### config.mk
export PLATFORM = sky130hd
export DESIGN_NAME = pulse_cnt_reporter_flat
export DESIGN_NICKNAME = d
export VERILOG_FILES = /design/src/rtl/pulse_cnt_reporter_pkg.sv /design/src/rtl/pulse_cnt_reporter_if.sv /design/src/rtl/pulse_cnt_reporter_edge.sv /design/src/rtl/pulse_cnt_reporter.sv /design/src/flat_wrapper.sv
export SDC_FILE = /design/constraint.sdc
export NUM_CORES = 1
export LEC_CHECK = 0
export CORE_AREA = 2 2 180 182
export DETAILED_ROUTE_END_ITERATION = 10
export DIE_AREA = 0 0 182 184
export PLACE_DENSITY = 0.72
export SLEW_MARGIN = 10
export SYNTH_ARGS = -nofsm -noshare
export SYNTH_HDL_FRONTEND = slang
export SYNTH_SLANG_ARGS = --single-unit
### constraint.sdc
create_clock -name i_clk -period 7.2 [get_ports i_clk]
set_input_delay 2.16 -clock i_clk [delete_from_list [all_inputs] [get_ports i_clk]]
set_output_delay 2.16 -clock i_clk [all_outputs]
set_load 0.02 [all_outputs]
### src/rtl/pulse_cnt_reporter_pkg.sv
// Shared constants and state encoding for the pulse-count snapshot reporter.
package pulse_cnt_pkg;

    localparam int unsigned N_CH  = 16;
    localparam int unsigned CNT_W = 16;
    localparam int unsigned CH_W  = 5;
    localparam int unsigned IDX_W = 4;

    localparam logic [CH_W-1:0] CHK_CHAN = CH_W'(16);

    typedef enum logic [1:0] {
        IDLE = 2'd0,
        SEND = 2'd1,
        SUM  = 2'd2
    } state_t;

endpackage

### src/rtl/pulse_cnt_reporter_if.sv
// Valid/ready word stream carrying snapshot counts followed by a checksum word.
interface pulse_cnt_reporter_if;
    import pulse_cnt_pkg::*;

    logic             o_valid;
    logic             i_ready;
    logic [CNT_W-1:0] o_data;
    logic [CH_W-1:0]  o_chan;
    logic             o_last;

    modport master (output o_valid, output o_data, output o_chan, output o_last, input i_ready);
    modport slave  (input o_valid, input o_data, input o_chan, input o_last, output i_ready);

endinterface

### src/rtl/pulse_cnt_reporter_edge.sv
// Registers a 1-bit level and flags the cycle on which it is sampled low after being high.
module edge_fall_det (
    input  logic clk,
    input  logic rst_n,
    input  logic d,
    output logic fall
);

    logic d_q;

    always_ff @(posedge clk or negedge rst_n) begin
        if (!rst_n) d_q <= 1'b0;
        else        d_q <= d;
    end

    assign fall = d_q & ~d;

endmodule

### src/rtl/pulse_cnt_reporter.sv
// Snapshots all channel counts when the counting window closes and streams them
// as N_CH count words plus a modular-sum checksum word.
module pulse_cnt_reporter
    import pulse_cnt_pkg::*;
(
    input  logic                  i_clk,
    input  logic                  i_rst_n,
    input  logic                  i_en,
    input  logic [N_CH*CNT_W-1:0] i_cnt_bus,
    pulse_cnt_reporter_if.master  bus,
    output logic                  o_overrun,
    output logic [15:0]           o_frame_cnt
);

    state_t           state, state_nx;
    logic             close_evt;
    logic             xfer;
    logic [CNT_W-1:0] snap [N_CH];
    logic [CH_W-1:0]  idx;
    logic [CNT_W-1:0] acc;

    edge_fall_det u_en_fall (
        .clk   (i_clk),
        .rst_n (i_rst_n),
        .d     (i_en),
        .fall  (close_evt)
    );

    assign xfer = bus.o_valid & bus.i_ready;

    always_ff @(posedge i_clk or negedge i_rst_n) begin
        if (!i_rst_n) state <= IDLE;
        else          state <= state_nx;
    end

    always_ff @(posedge i_clk or negedge i_rst_n) begin
        if (!i_rst_n) begin
            for (int unsigned i = 0; i < N_CH; i++) snap[i] <= '0;
            idx         <= '0;
            acc         <= '0;
            o_overrun   <= 1'b0;
            o_frame_cnt <= '0;
        end else begin
            case (state)
                IDLE: begin
                    if (close_evt) begin
                        for (int unsigned i = 0; i < N_CH; i++)
                            snap[i] <= i_cnt_bus[i*CNT_W +: CNT_W];
                        idx <= '0;
                        acc <= '0;
                    end
                end
                SEND: begin
                    if (xfer) begin
                        acc <= acc + bus.o_data;
                        idx <= idx + CH_W'(1);
                    end
                end
                SUM: begin
                    if (xfer) o_frame_cnt <= o_frame_cnt + 16'd1;
                end
                default: ;
            endcase
            // A window closing mid-frame is dropped; the in-flight frame keeps its snapshot.
            if (close_evt && state != IDLE) o_overrun <= 1'b1;
        end
    end

    always_comb begin
        state_nx    = state;
        bus.o_valid = 1'b0;
        bus.o_data  = '0;
        bus.o_chan  = '0;
        bus.o_last  = 1'b0;
        case (state)
            IDLE: begin
                if (close_evt) state_nx = SEND;
            end
            SEND: begin
                bus.o_valid = 1'b1;
                bus.o_chan  = idx;
                bus.o_data  = snap[idx[IDX_W-1:0]];
                if (xfer && idx == CH_W'(N_CH - 1)) state_nx = SUM;
            end
            SUM: begin
                bus.o_valid = 1'b1;
                bus.o_chan  = CHK_CHAN;
                bus.o_data  = acc;
                bus.o_last  = 1'b1;
                if (xfer) state_nx = IDLE;
            end
            default: state_nx = IDLE;
        endcase
    end

endmodule

### src/flat_wrapper.sv
// flat-port wrapper written by rule: the top's interface ports become plain ports
module pulse_cnt_reporter_flat import pulse_cnt_pkg::*;
  (i_clk, i_rst_n, i_en, i_cnt_bus, o_overrun, o_frame_cnt, bus_o_valid, bus_o_data, bus_o_chan, bus_o_last, bus_i_ready);
  pulse_cnt_reporter_if bus_i ();
  input  logic i_clk;
  input  logic i_rst_n;
  input  logic i_en;
  input  logic [N_CH*CNT_W-1:0] i_cnt_bus;
  output logic o_overrun;
  output logic [15:0] o_frame_cnt;
  output wire logic [$bits(bus_i.o_valid)-1:0] bus_o_valid;
  output wire logic [$bits(bus_i.o_data)-1:0] bus_o_data;
  output wire logic [$bits(bus_i.o_chan)-1:0] bus_o_chan;
  output wire logic [$bits(bus_i.o_last)-1:0] bus_o_last;
  input wire logic [$bits(bus_i.i_ready)-1:0] bus_i_ready;
  assign bus_o_valid = bus_i.o_valid;
  assign bus_o_data = bus_i.o_data;
  assign bus_o_chan = bus_i.o_chan;
  assign bus_o_last = bus_i.o_last;
  assign bus_i.i_ready = bus_i_ready;
  pulse_cnt_reporter u_core (.i_clk(i_clk), .i_rst_n(i_rst_n), .i_en(i_en), .i_cnt_bus(i_cnt_bus), .bus(bus_i), .o_overrun(o_overrun), .o_frame_cnt(o_frame_cnt));
endmodule
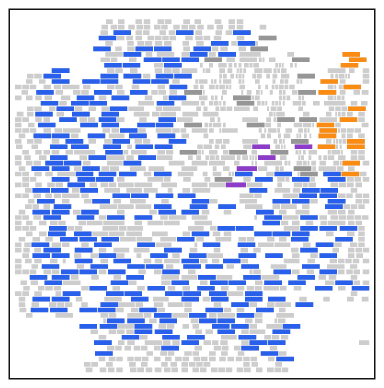
*Sequential cells coloured by netlist name, run 1*
Scale: 2 px per um.
- orange: u_core.o_frame_cnt (sequential cells 16)
- purple: u_core.idx (sequential cells 5)
- blue: u_core.snap (sequential cells 256; where spread over the die)
- not coloured: 20

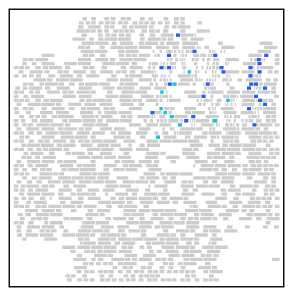
*Gate-type map, run 1*
Scale: 1.5 px per um.
- cyan: AND-OR and OR-AND gates (cells 10)
- blue: XOR/XNOR gates (cells 29; most used xnor2_1; where north-east)

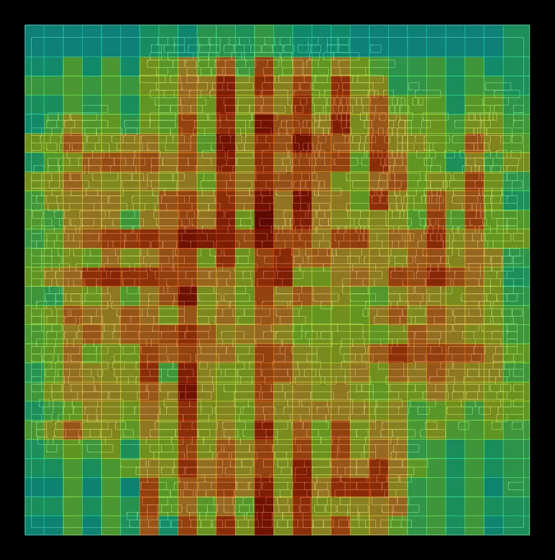
*Track usage over the die, run 1*
Final Util: 58.7%
overall routing resource usage: 24.3%

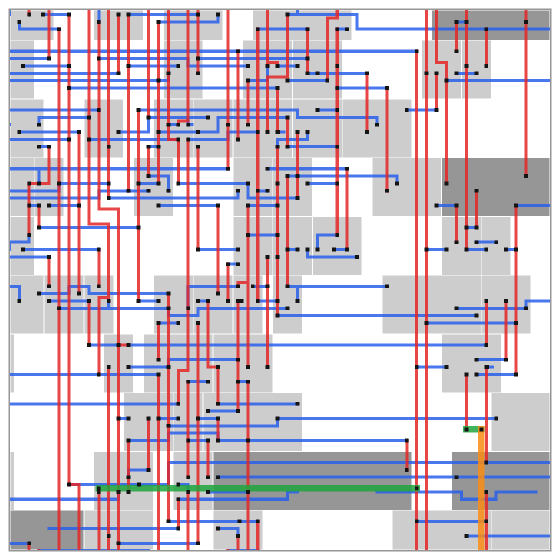
*Layout detail, run 1*
Region (124, 126) to (149, 151) um. Cells in grey, sequential cells in the stronger grey; small squares are vias.
- red: met2
- orange: met4
- green: met3
- blue: met1
- cells with their middle in the window: 52
- most frequent: o21ai_0 (8), nand2_1 (6), ha_1 (5)
- sequential cells in the window: 3
- netlist names of flops here include: u_core.acc (3)

==> results.json, run 1 <==
{
  "antenna_cells": 1,
  "status": "finished, final reports clean",
  "hold_class": "reg -> reg",
  "synth_top_area_share_pct": 53.3,
  "crit_chain": "buf_12 -> mux4_2 -> mux4_2 -> a22oi_1 -> nor2b_1 -> clkdlybuf4s50_1",
  "synthAdderAreaFrac_pct": 2.03,
  "use_met3_pct": 6.14,
  "wl_met1_um": 17200,
  "yosys.area.top_type": "dfrtp_1",
  "layout.area.seq_um2": 7440,
  "drt-initial-drc-count": 771,
  "critPathLaunch": "u_core.idx[0]",
  "start_kind": "flop",
  "top_logic_kind": "multiplexers",
  "most_common_cell": "dfrtp_1",
  "grt-busiest-layer": "met2",
  "area.combinational_um2": 6250,
  "clock_net_power_uw": 1720,
  "port_buffers": 299,
  "fp_nets": 1219,
  "n_all_buffers": 308,
  "cts_tree": "built",
  "clk_pin_slew_ps": 60,
  "fmax_mhz": 168,
  "layout_top_cells": "298 x clkdlybuf4s50_1, 295 x dfrtp_1, 257 x mux2_2",
  "ys_seq_share_pct": 53.3,
  "dp.cells": 1590,
  "hold_depth": 1,
  "yosys_warnings": 0,
  "place_hpwl_um": 31000,
  "synthTopCellsByCount": "297 x dfrtp_1, 257 x mux2_2, 79 x mux4_2, 43 x clkbuf_1, 33 x nand2_1",
  "synth_cell_types": 39,
  "cts_buffers": 31,
  "tns_ps": 0,
  "yosys_area_um2": 13900,
  "final_max_slew_viol_count": 0,
  "numClockSinks": 297,
  "whs_endpoint": "u_core.o_frame_cnt[15]",
  "clockBufferDepth": 3
}
==> run 1 -> run 2 <==
==> constraint.sdc (replaced) <==
create_clock -name i_clk -period 6.05 [get_ports i_clk]
set_input_delay 1.815 -clock i_clk [delete_from_list [all_inputs] [get_ports i_clk]]
set_output_delay 1.815 -clock i_clk [all_outputs]
set_load 0.02 [all_outputs]
==> run 2 against run 1 <==
Against the previous run:
- register-to-register slack worse by 1200 ps
- hold slack hardly changed
- critical path depth stayed put
- clock power is 18% higher
- first-iteration DRC count is 16% lower
- clock skew is 3.2 ps higher
- die area stayed put
- wire length is 1.4% higher
- total power is 19% higher
- setup slack worse by 750 ps
- sequential share of layout area is 0.060 points lower
- core utilization is 0.088 points higher
- largest cell class unchanged
- highest routed layer unchanged
==> results.json, run 2 <==
{
  "status": "finished, final reports clean",
  "final_max_slew_viol_count": 0,
  "clockBufferDepth": 3,
  "inverters": 8,
  "comb_area_share_pct": 33.8,
  "tns_ps": 0,
  "place_hpwl_um": 30800,
  "clk_pin_slew_ps": 60,
  "ys_seq_share_pct": 53.3,
  "cts_tree": "built",
  "finalNonFillerCells": 1652,
  "yosys_area_um2": 13900,
  "crit_chain": "buf_4 -> mux4_2 -> mux4_2 -> a22oi_1 -> nor2b_1 -> clkdlybuf4s50_1",
  "port_buffers": 299,
  "fmax_mhz": 181,
  "nWellTaps": 402,
  "area.combinational_um2": 6250,
  "layout.area.seq_um2": 7440,
  "yosys.area.top_type": "dfrtp_1",
  "clock_net_power_uw": 2030,
  "hold_depth": 1,
  "numClockSinks": 297,
  "switching_share_pct": 32.1,
  "top_logic_kind": "multiplexers",
  "antenna_cells": 0,
  "drt-initial-drc-count": 648,
  "critPathLaunch": "u_core.idx[0]",
  "synth_top_area_share_pct": 53.3,
  "layout_top_cells": "298 x clkdlybuf4s50_1, 295 x dfrtp_1, 257 x mux2_2",
  "fin_util_pct": 58.8,
  "synthTopCellsByCount": "297 x dfrtp_1, 257 x mux2_2, 79 x mux4_2, 43 x clkbuf_1, 33 x nand2_1",
  "most_common_cell": "dfrtp_1",
  "yosys_warnings": 0,
  "use_met3_pct": 5.67,
  "area_leaders": "dfrtp_1 53%, mux2_2 21%, mux4_2 13%",
  "hold_class": "reg -> reg",
  "whs_endpoint": "u_core.o_frame_cnt[15]",
  "design_area_um2": 18500,
  "wl_met1_um": 17900,
  "start_kind": "flop",
  "routed_wl_um": 41300,
  "fp_nets": 1219,
  "synth_cell_types": 39,
  "synthAdderAreaFrac_pct": 2.03,
  "dp.cells": 1592
}
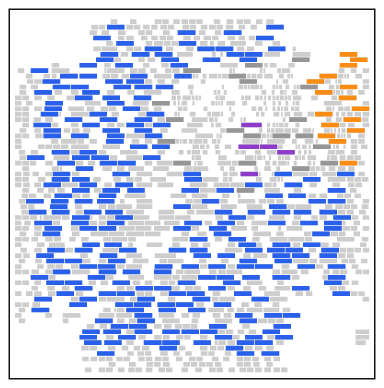
*Sequential cells coloured by netlist name, run 2*
Scale: 2 px per um.
- purple: u_core.idx (sequential cells 5)
- orange: u_core.o_frame_cnt (sequential cells 16; where north-east)
- blue: u_core.snap (sequential cells 256; where spread over the die)
- not coloured: 20

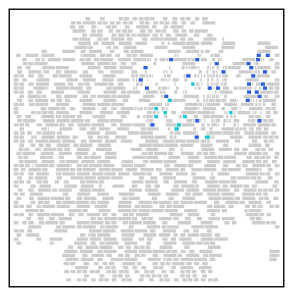
*Gate-type map, run 2*
Scale: 1.5 px per um.
- cyan: AND-OR and OR-AND gates (cells 10)
- blue: XOR/XNOR gates (cells 29; most used xnor2_1)

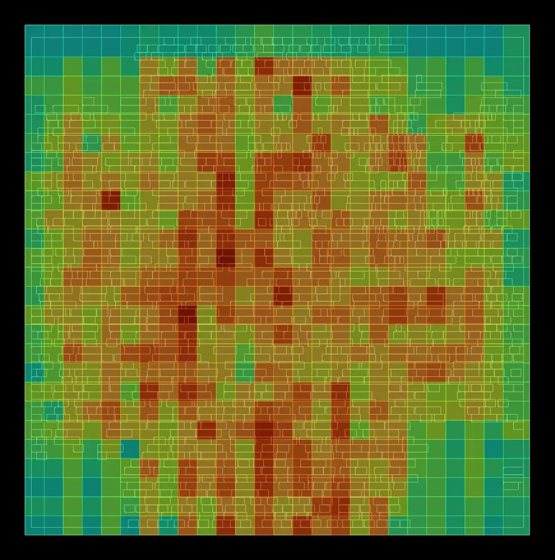
*Track usage over the die, run 2*
GR peak layer: met2
met1 Use GR: 34.4%
wire length per cell: 25.0 um
overall routing resource usage: 25.1%

==> run 2 -> run 3 <==
--- a/config.mk
+++ b/config.mk
@@ -8,7 +8,7 @@
 export CORE_AREA = 2 2 180 182
 export DETAILED_ROUTE_END_ITERATION = 10
 export DIE_AREA = 0 0 182 184
-export PLACE_DENSITY = 0.72
+export PLACE_DENSITY = 0.71
 export SLEW_MARGIN = 10
 export SYNTH_ARGS = -nofsm -noshare
 export SYNTH_HDL_FRONTEND = slang
==> run 3 against run 2 <==
Against the previous run:
- via count up 1.6%
- synthesized cell count unchanged
- total power up 1.0%
- sequential share of layout area about the same
==> results.json, run 3 <==
{
  "status": "finished, final reports clean",
  "nWellTaps": 402,
  "whs_endpoint": "u_core.o_frame_cnt[15]",
  "hold_class": "reg -> reg",
  "most_common_cell": "dfrtp_1",
  "use_met3_pct": 5.78,
  "finalNonFillerCells": 1651,
  "dp.cells": 1592,
  "drt-initial-drc-count": 643,
  "yosys_warnings": 0,
  "port_buffers": 299,
  "yosys.area.top_type": "dfrtp_1",
  "yosys_area_um2": 13900,
  "inverters": 8,
  "clockBufferDepth": 3,
  "cts_buffers": 34,
  "synth_cell_types": 39,
  "n_all_buffers": 310,
  "start_kind": "flop",
  "grt-busiest-layer": "met2",
  "wl_met1_um": 17200,
  "clock_net_power_uw": 2080,
  "hold_depth": 1,
  "area_leaders": "dfrtp_1 53%, mux2_2 21%, mux4_2 13%",
  "switching_share_pct": 32.1,
  "critPathLaunch": "u_core.idx[0]",
  "area.combinational_um2": 6250,
  "synthTopCellsByCount": "297 x dfrtp_1, 257 x mux2_2, 79 x mux4_2, 43 x clkbuf_1, 33 x nand2_1",
  "comb_area_share_pct": 33.8,
  "fmax_mhz": 184,
  "place_hpwl_um": 31500
}
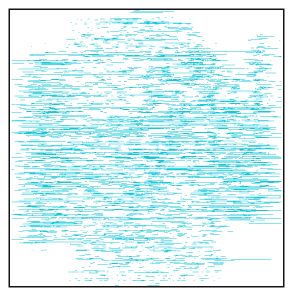
*The metal 1 layer, run 3*
Scale: 1.5 px per um.
- wire length on this layer: 17,200 um
- share of all routed wire: 41%
- longest straight run: 56.1 um
- main direction: horizontal
- nets with wire on the layer: 1,324

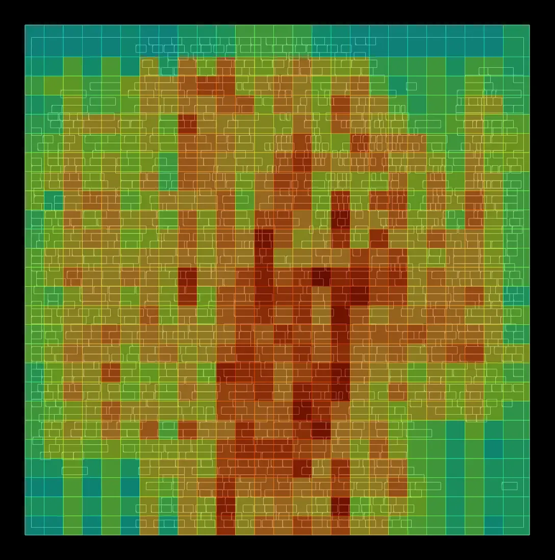
*Track usage over the die, run 3*
GR Layer Usage met2: 41.0%
Final Util: 58.9%
wire length per cell: 25.1 um

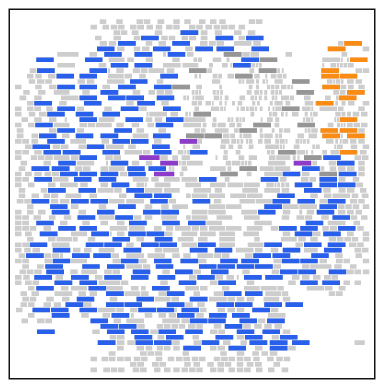
*Sequential cells coloured by netlist name, run 3*
Scale: 2 px per um.
- purple: u_core.idx (sequential cells 5; where centre)
- orange: u_core.o_frame_cnt (sequential cells 16; where north-east)
- blue: u_core.snap (sequential cells 256; where spread over the die)
- not coloured: 20

Power is estimated from default activity; no workload was simulated.
